==> run_1/clk_routes.png <==
Scale: 3 px per um.
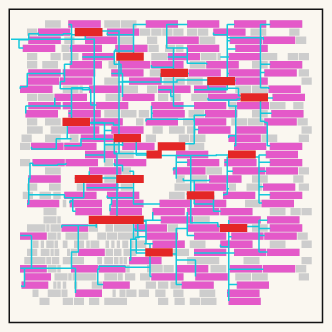
==> run_1/power_grid.png <==
Scale: 4 px per um. Pins as bars on the die edge.
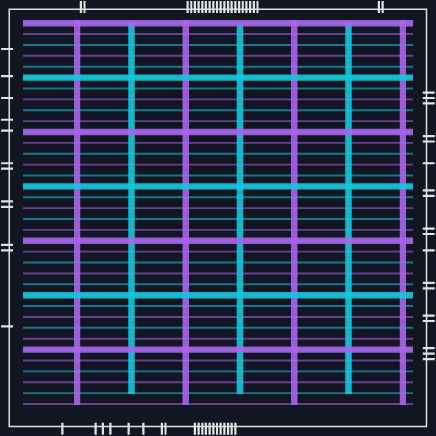
==> run_1/logic_types.png <==
Scale: 3 px per um.
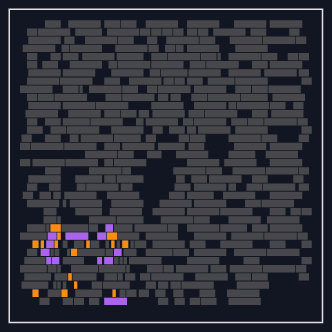
==> run_1/wires.png <==
Scale: 4 px per um.
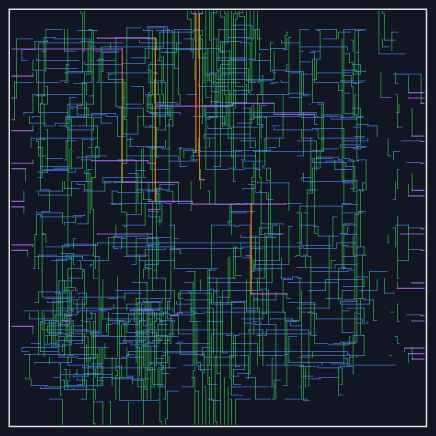
File: src/rtl/pipeline_pkg.sv
// Shared types and limits for the cascaded skid-buffer pipeline.
package pipeline_pkg;

  localparam int MAX_PIPE_DEPTH = 16;

  typedef enum logic [1:0] {
    EMPTY = 2'd0,
    BUSY  = 2'd1,
    FULL  = 2'd2
  } stage_state_e;

endpackage

File: src/rtl/skid_stage.sv
// One skid-buffer stage: a main entry that drives the output and a skid entry
// that catches the beat accepted in the cycle the downstream side stalls.
module skid_stage #(
  parameter int DATA_WIDTH = 32
) (
  input  logic                  clk,
  input  logic                  rst_n,
  input  logic                  flush,
  input  logic [DATA_WIDTH-1:0] in_data,
  input  logic                  in_valid,
  output logic                  in_ready,
  output logic [DATA_WIDTH-1:0] out_data,
  output logic                  out_valid,
  input  logic                  out_ready
);
  import pipeline_pkg::*;

  stage_state_e          state_r;
  stage_state_e          state_nxt_s;
  logic                  valid_r;
  logic                  ready_r;
  logic [DATA_WIDTH-1:0] main_r;
  logic [DATA_WIDTH-1:0] skid_r;
  logic                  accept_s;
  logic                  emit_s;
  logic                  load_main_s;
  logic                  main_from_skid_s;
  logic                  load_skid_s;

  // ready comes from a flop, so downstream stalls never ripple upstream combinationally
  assign in_ready  = ready_r & ~flush;
  assign out_valid = valid_r;
  assign out_data  = main_r;
  assign accept_s  = in_valid & in_ready;
  assign emit_s    = valid_r & out_ready;

  // next state and payload steering
  always_comb begin
    state_nxt_s      = state_r;
    load_main_s      = 1'b0;
    main_from_skid_s = 1'b0;
    load_skid_s      = 1'b0;
    if (flush) begin
      state_nxt_s = EMPTY;
    end else begin
      case (state_r)
        EMPTY: begin
          if (accept_s) begin
            state_nxt_s = BUSY;
            load_main_s = 1'b1;
          end else begin
            state_nxt_s = EMPTY;
          end
        end
        BUSY: begin
          if (accept_s && emit_s) begin
            state_nxt_s = BUSY;
            load_main_s = 1'b1;
          end else if (accept_s) begin
            state_nxt_s = FULL;
            load_skid_s = 1'b1;
          end else if (emit_s) begin
            state_nxt_s = EMPTY;
          end else begin
            state_nxt_s = BUSY;
          end
        end
        FULL: begin
          if (emit_s) begin
            state_nxt_s      = BUSY;
            main_from_skid_s = 1'b1;
          end else begin
            state_nxt_s = FULL;
          end
        end
        default: state_nxt_s = EMPTY;
      endcase
    end
  end

  // control state with registered valid/ready decoded from the next state
  always_ff @(posedge clk or negedge rst_n) begin
    if (!rst_n) begin
      state_r <= EMPTY;
      valid_r <= 1'b0;
      ready_r <= 1'b0;
    end else begin
      state_r <= state_nxt_s;
      valid_r <= (state_nxt_s != EMPTY);
      ready_r <= (state_nxt_s != FULL);
    end
  end

  // payload entries carry no reset; valid_r qualifies them
  always_ff @(posedge clk) begin
    if (load_main_s) begin
      main_r <= in_data;
    end else if (main_from_skid_s) begin
      main_r <= skid_r;
    end
    if (load_skid_s) begin
      skid_r <= in_data;
    end
  end

endmodule

File: src/rtl/pipeline_chain.sv
// DEPTH cascaded skid stages with a beat-occupancy counter at the chain boundary.
module pipeline_chain #(
  parameter  int DATA_WIDTH = 32,
  parameter  int DEPTH      = 2,
  localparam int OCC_W      = $clog2(2*DEPTH+1)
) (
  input  logic                  clk,
  input  logic                  rst_n,
  input  logic                  flush,
  input  logic [DATA_WIDTH-1:0] in_data,
  input  logic                  in_valid,
  output logic                  in_ready,
  output logic [DATA_WIDTH-1:0] out_data,
  output logic                  out_valid,
  input  logic                  out_ready,
  output logic [OCC_W-1:0]      occupancy
);
  import pipeline_pkg::*;

  if ((DEPTH < 1) || (DEPTH > MAX_PIPE_DEPTH)) begin : g_depth_check
    $error("pipeline_chain: DEPTH out of range");
  end

  logic [DEPTH:0]                 valid_s;
  logic [DEPTH:0]                 ready_s;
  logic [DEPTH:0][DATA_WIDTH-1:0] data_s;
  logic [OCC_W-1:0]               occ_r;
  logic                           in_fire_s;
  logic                           out_fire_s;

  assign valid_s[0]     = in_valid;
  assign data_s[0]      = in_data;
  assign in_ready       = ready_s[0];
  assign out_valid      = valid_s[DEPTH];
  assign out_data       = data_s[DEPTH];
  assign ready_s[DEPTH] = out_ready;

  for (genvar i = 0; i < DEPTH; i++) begin : g_stage
    skid_stage #(.DATA_WIDTH(DATA_WIDTH)) u_stage (
      .clk      (clk),
      .rst_n    (rst_n),
      .flush    (flush),
      .in_data  (data_s[i]),
      .in_valid (valid_s[i]),
      .in_ready (ready_s[i]),
      .out_data (data_s[i+1]),
      .out_valid(valid_s[i+1]),
      .out_ready(ready_s[i+1])
    );
  end

  assign in_fire_s  = in_valid & in_ready;
  assign out_fire_s = out_valid & out_ready;
  assign occupancy  = occ_r;

  // beats held anywhere in the chain; a flush discards both fires of its cycle
  always_ff @(posedge clk or negedge rst_n) begin
    if (!rst_n) begin
      occ_r <= {OCC_W{1'b0}};
    end else if (flush) begin
      occ_r <= {OCC_W{1'b0}};
    end else begin
      occ_r <= occ_r + OCC_W'(in_fire_s) - OCC_W'(out_fire_s);
    end
  end

endmodule

File: config.mk
export PLATFORM = sky130hd
export DESIGN_NAME = pipeline_chain
export DESIGN_NICKNAME = d
export VERILOG_FILES = /design/src/rtl/pipeline_pkg.sv /design/src/rtl/skid_stage.sv /design/src/rtl/pipeline_chain.sv
export SDC_FILE = /design/constraint.sdc
export NUM_CORES = 1
export LEC_CHECK = 0
export CORE_MARGIN = 3
export CORE_UTILIZATION = 59
export DETAILED_ROUTE_END_ITERATION = 8
export MAX_ROUTING_LAYER = met4
export PLACE_DENSITY = 0.85
export SETUP_SLACK_MARGIN = 0.2
export SLEW_MARGIN = 10
export SYNTH_ARGS = -nofsm -noshare
export SYNTH_HDL_FRONTEND = slang
export SYNTH_HIERARCHICAL = 1
export SYNTH_SLANG_ARGS = --single-unit
File: constraint.sdc
create_clock -name clk -period 8.42 [get_ports clk]
set_input_delay 1.684 -clock clk [delete_from_list [all_inputs] [get_ports clk]]
set_output_delay 1.684 -clock clk [all_outputs]
set_load 0.02 [all_outputs]
==> flow_metrics.py, run 1 <==
# Flow results
metrics = {
    "cells_and_area": {
        "ff_latch_area_mm2": 0.00412,
        "nFillCells": 557,
        "drive_above_1_share_pct": 27.9,
        "antenna_cells": 0,
    },
    "final_timing": {
        "slew_headroom_pct": 27.9,
        "finClkSkew_ns": 0.00844,
        "final_hold_viol_count": 0,
        "worstMarginPinSlew_ns": 1.08,
        "maxSlewViolCount": 0,
    },
    "yosys": {
        "top_area_cell": "edfxtp_1",
        "ys_ff": 139,
        "synthTopCellsByCount": "edfxtp_1, mux2_4, dfrtp_1, nand2_1, nor2_1",
        "ys_area_mm2": 0.00566,
        "yosys.area_share.aoi_pct": 2.17,
        "top_cell": "edfxtp_1",
        "synth_top_area_share_pct": 67.9,
        "ys_sh_xor_pct": 0.398,
    },
    "status": {
        "status": "complete, no violations",
    },
    "cts": {
        "clkSlewWorstSetupHoldPaths_ns": 0.06,
        "numCtsBuffers": 17,
        "clk_latency_ns": 0.51,
        "clock_sinks": 139,
    },
    "place": {
        "place_congestion": 0.766,
        "portBuffers": 73,
    },
    "power_and_ir_drop": {
        "p_leak_nw": 2.65,
    },
    "global_routing": {
        "antenna_found_initial": 0,
    },
    "setup_path": {
        "cp_data_required_time_ns": 6.74,
    },
}
-- clk_routes.png (at the start) --
[clock wires] cyan | length: 1470 um
[clock drivers] red | count: 17
[flip-flops] magenta | count: 139
routed clock nets	18

-- power_grid.png (at the start) --
net	color
VDD	cyan
VSS	purple
rows	35
met4 straps	7
chip width: 104 um
die height: 104 um
Max VDD drop: 0.158 mV
core footprint: 0.00928 mm^2

-- logic_types.png (at the start) --
family	color	cells	where
aoi and oai cells	purple	12	bottom left
nor cells	orange	15	bottom left
logic share of the area: 20.4%
final non-filler cell total: 502
Top cell excl fill/tap: edfxtp_1

-- wires.png (at the start) --
layer	color	wire length
metal 4	orange	173 um
metal 2	green	4600 um
metal 3	purple	286 um
metal 1	blue	3430 um
Overall Global Routing Usage: 17.2%
Post-Route WL: 8.49 mm
vias post-DR: 2637
WL per Instance: 16.9 um

## run 1: final cells by class
cell class / count / area share (%)
Sequential cell: 139 / 58.6
Multi-Input combinational cell: 123 / 20.4
Clock inverter: 13 / 1.90
Inverter: 4 / 0.213
Timing Repair Buffer: 75 / 10.6
Clock buffer: 19 / 5.99
Tap cell: 129 / 2.29
## run 1: layout by cell type, fill, tap and decap left out, types with 3 or more instances in the layout
cell type,count
edfxtp_1,128
clkdlybuf4s50_1,73
mux2_4,60
clkbuf_16,16
nand2_1,11
dfrtp_1,11
nor2_1,8
ha_1,6
nor2b_1,5
inv_1,4
clkinv_4,4
inv_6,4
nand3_1,4
mux2_2,4
clkinvlp_4,3
## run 1: worst max-delay path, cell delays in order
cell and delay [ns]:
clkdlybuf4s50_1 0.87, nor2b_1 0.33, clkdlybuf4s50_1 0.64
## run 1: cell families (layout without fill, tap and decap cells)
kind of cell               count (synthesis)  count (layout)
AOI/OAI and AO/OA                         14              14
xor gates and xnor gates                   1               1
DFF                                      139             139
and+or+nand+nor                           37              37
buffers and inverters                     12             111
adders and majority gates                  7               7
muxes                                     64              64
## run 1: report_power, final
group / switching, mW / internal, mW
clock network: 0.286 / 0.398
registers: 0.0134 / 0.785
logic: 0.0652 / 0.0800
total: 0.364 / 1.26
## run 1: state kept, by name (all words and copies together) (netlist names)
name / flops
g_stage.u_stage/ready_r: 2
g_stage.u_stage/out_valid: 2
occupancy: 3
g_stage.u_stage/skid_r: 64
g_stage.u_stage/state_r: 4
g_stage.u_stage/out_data: 64
## run 1: worst paths after layout
path | start | to | cells after the start
min in group asynchronous | rst_n | g_stage[0].u_stage/ready_r$_DFF_PN0_ | 1
worst max register to register | g_stage[0].u_stage/out_valid$_DFF_PN0_ | g_stage[1].u_stage/skid_r[4]$_DFFE_PP_ | 6
worst min-delay path | g_stage[0].u_stage/out_data[14]$_DFFE_PP_ | g_stage[1].u_stage/skid_r[14]$_DFFE_PP_ | 0
worst max-delay path | flush | in_ready | 3
max in group asynchronous | rst_n | g_stage[1].u_stage/ready_r$_DFF_PN0_ | 1
worst min register to register | g_stage[0].u_stage/out_data[14]$_DFFE_PP_ | g_stage[1].u_stage/skid_r[14]$_DFFE_PP_ | 0
## run 1: layer usage
| metal | part of all wire [%] | wire (um) | track usage (%) | vias up |
|---|---|---|---|---|
| met4 | 2.0 | 172 | 7.03 | 0 |
| met1 | 40 | 3430 | 18.1 | 1324 |
| met2 | 54 | 4600 | 30.1 | 58 |
| met5 | 0 | 0 | - | - |
| li1 | - | - | - | 1241 |
| met3 | 3.4 | 285 | 5.46 | 14 |
## run 1: metrics by stage
stage                     cell area [um^2]  hold WS (ns)  worst slack (ns)  utilization (%)
after floorplan                       5660         0.422              3.39                -
final                                 7030         0.452              3.21             75.8
after global routing                  7030         0.470              3.10             75.8
after CTS                             7030         0.454              3.22             75.8
after global placement                6480         0.434              3.26             69.8
after detailed placement              6480         0.437              3.22             69.8
==> run_1/clocks.png <==
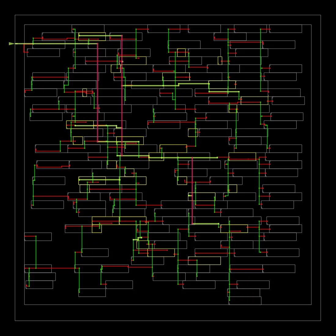

--- run 2 (diff from run 1) ---
- CORE_UTILIZATION: 59 -> 49
- PLACE_DENSITY: 0.85 -> 0.75
- clock period: 8.42 -> 4.2 ns (I/O delays scaled with it)
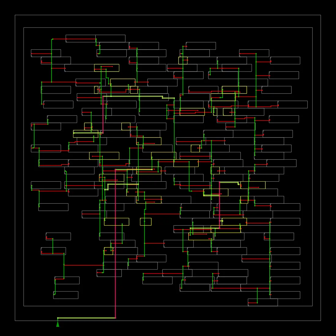
(run_2/clocks.png)
Clock buffer cells: 18
Clock Skew: 0.00808 ns
Sink Count: 139

==> flow_metrics.py, run 2 <==
# Flow results
metrics = {
    "final_timing": {
        "setup_slack_ns": 0.841,
        "whs_ns": 0.452,
        "final_hold_viol_count": 0,
        "period_used_pct": 80.0,
        "slew_headroom_pct": 54.1,
        "worstMarginPinSlew_ns": 0.687,
        "maxSlewViolCount": 0,
    },
    "place": {
        "place_congestion": 0.724,
        "dp_worst_setup_slack_ns": 0.574,
        "portBuffers": 73,
    },
    "cells_and_area": {
        "most-common-layout-cells": "edfxtp_1, clkdlybuf4s50_1, mux2_4",
        "antenna_cells": 0,
        "lay_top_count": "edfxtp_1",
    },
    "floorplanning": {
        "die_y_um": 113,
        "coreArea_mm2": 0.0111,
        "die_w_um": 113,
    },
    "global_routing": {
        "grt_usage_pct": 14.8,
        "antenna_found_initial": 0,
    },
    "yosys": {
        "ys_ff": 139,
        "ys_cells": 274,
        "synthTopCellsByCount": "edfxtp_1, mux2_4, dfrtp_1, nand2_1, nor2_1",
        "top_cell": "edfxtp_1",
        "ys_area_mm2": 0.00566,
        "top_area_cell": "edfxtp_1",
        "synth_top_area_share_pct": 67.9,
    },
    "power_and_ir_drop": {
        "ir_drop_mv": 0.231,
        "power_mw": 3.36,
        "p_leak_nw": 2.69,
    },
    "routing": {
        "wl_met3_um": 329,
        "wl_met2_mm": 4.50,
        "wire_per_inst_um": 16.6,
        "top_layer": "met4",
        "final_antenna_net_count": 0,
        "drt-total-wl_mm": 8.56,
        "vias": 2611,
    },
    "cts": {
        "numCtsBuffers": 17,
        "cts_resized": 0,
        "clk_latency_ns": 0.40,
    },
    "worst_hold_path": {
        "hold_depth": 0,
    },
    "setup_path": {
        "cp_data_required_time_ns": 3.36,
        "reg2regPathDepth": 7,
    },
    "status": {
        "status": "complete, no violations",
    },
}
## run 2: final cells by class
type	count	area, um^2
Multi-Input combinational cell	123	1450
Clock inverter	14	161
Fill cell	791	3940
Tap cell	140	175
Sequential cell	139	4120
Timing Repair Buffer	78	793
Inverter	4	15.0
Clock buffer	18	429
## run 2: final timing paths
kind | from | to | slack, ns
setup reg to reg | g_stage[1].u_stage/ready_r$_DFF_PN0_ | g_stage[0].u_stage/out_data[11]$_DFFE_PP_ | 1.82
min in group asynchronous | rst_n | occupancy[0]$_DFF_PN0_ | 0.77
max in group asynchronous | rst_n | g_stage[1].u_stage/state_r[0]$_DFF_PN0_ | 3.09
hold reg to reg | g_stage[0].u_stage/out_data[24]$_DFFE_PP_ | g_stage[1].u_stage/skid_r[24]$_DFFE_PP_ | 0.45
setup / recovery | flush | in_ready | 0.84
hold / removal | g_stage[0].u_stage/out_data[24]$_DFFE_PP_ | g_stage[1].u_stage/skid_r[24]$_DFFE_PP_ | 0.45
## run 2: stage by stage
stage	instances	cell area [um^2]	util, %
6_report	516	7140	64.5
4_1_cts	516	7140	64.5
3_5_place_dp	484	6550	59.1
2_1_floorplan	274	5670	-
3_3_place_gp	484	6550	59.1
5_1_grt	516	7140	64.5
## run 2: where the power goes
part           leakage (nW)  internal, mW  switching, mW
Sequential             1.30          1.57         0.0273
Combinational          1.10         0.165          0.134
Clock                 0.279         0.888          0.569
Total                  2.69          2.63          0.730
## run 2: critical path, stage by stage
cell and delay [ns]:
clkdlybuf4s50_1 0.75, nor2b_1 0.29, clkdlybuf4s50_1 0.63
## run 2: cells by family after synthesis
group / synth area share [%]
xor gates and xnor gates: 0.398
muxes: 16.7
DFF: 72.8
AOI/OAI and AO/OA: 2.17
and+or+nand+nor: 3.74
buffers and inverters: 2.52
adders and majority gates: 1.68
## run 2: metal layers
layer	global-route usage (%)	vias up
li1	-	1244
met1	16.9	1288
met2	25.0	67
met3	3.71	12
met4	6.17	0
met5	-	-
Power and IR drop assume default switching activity.
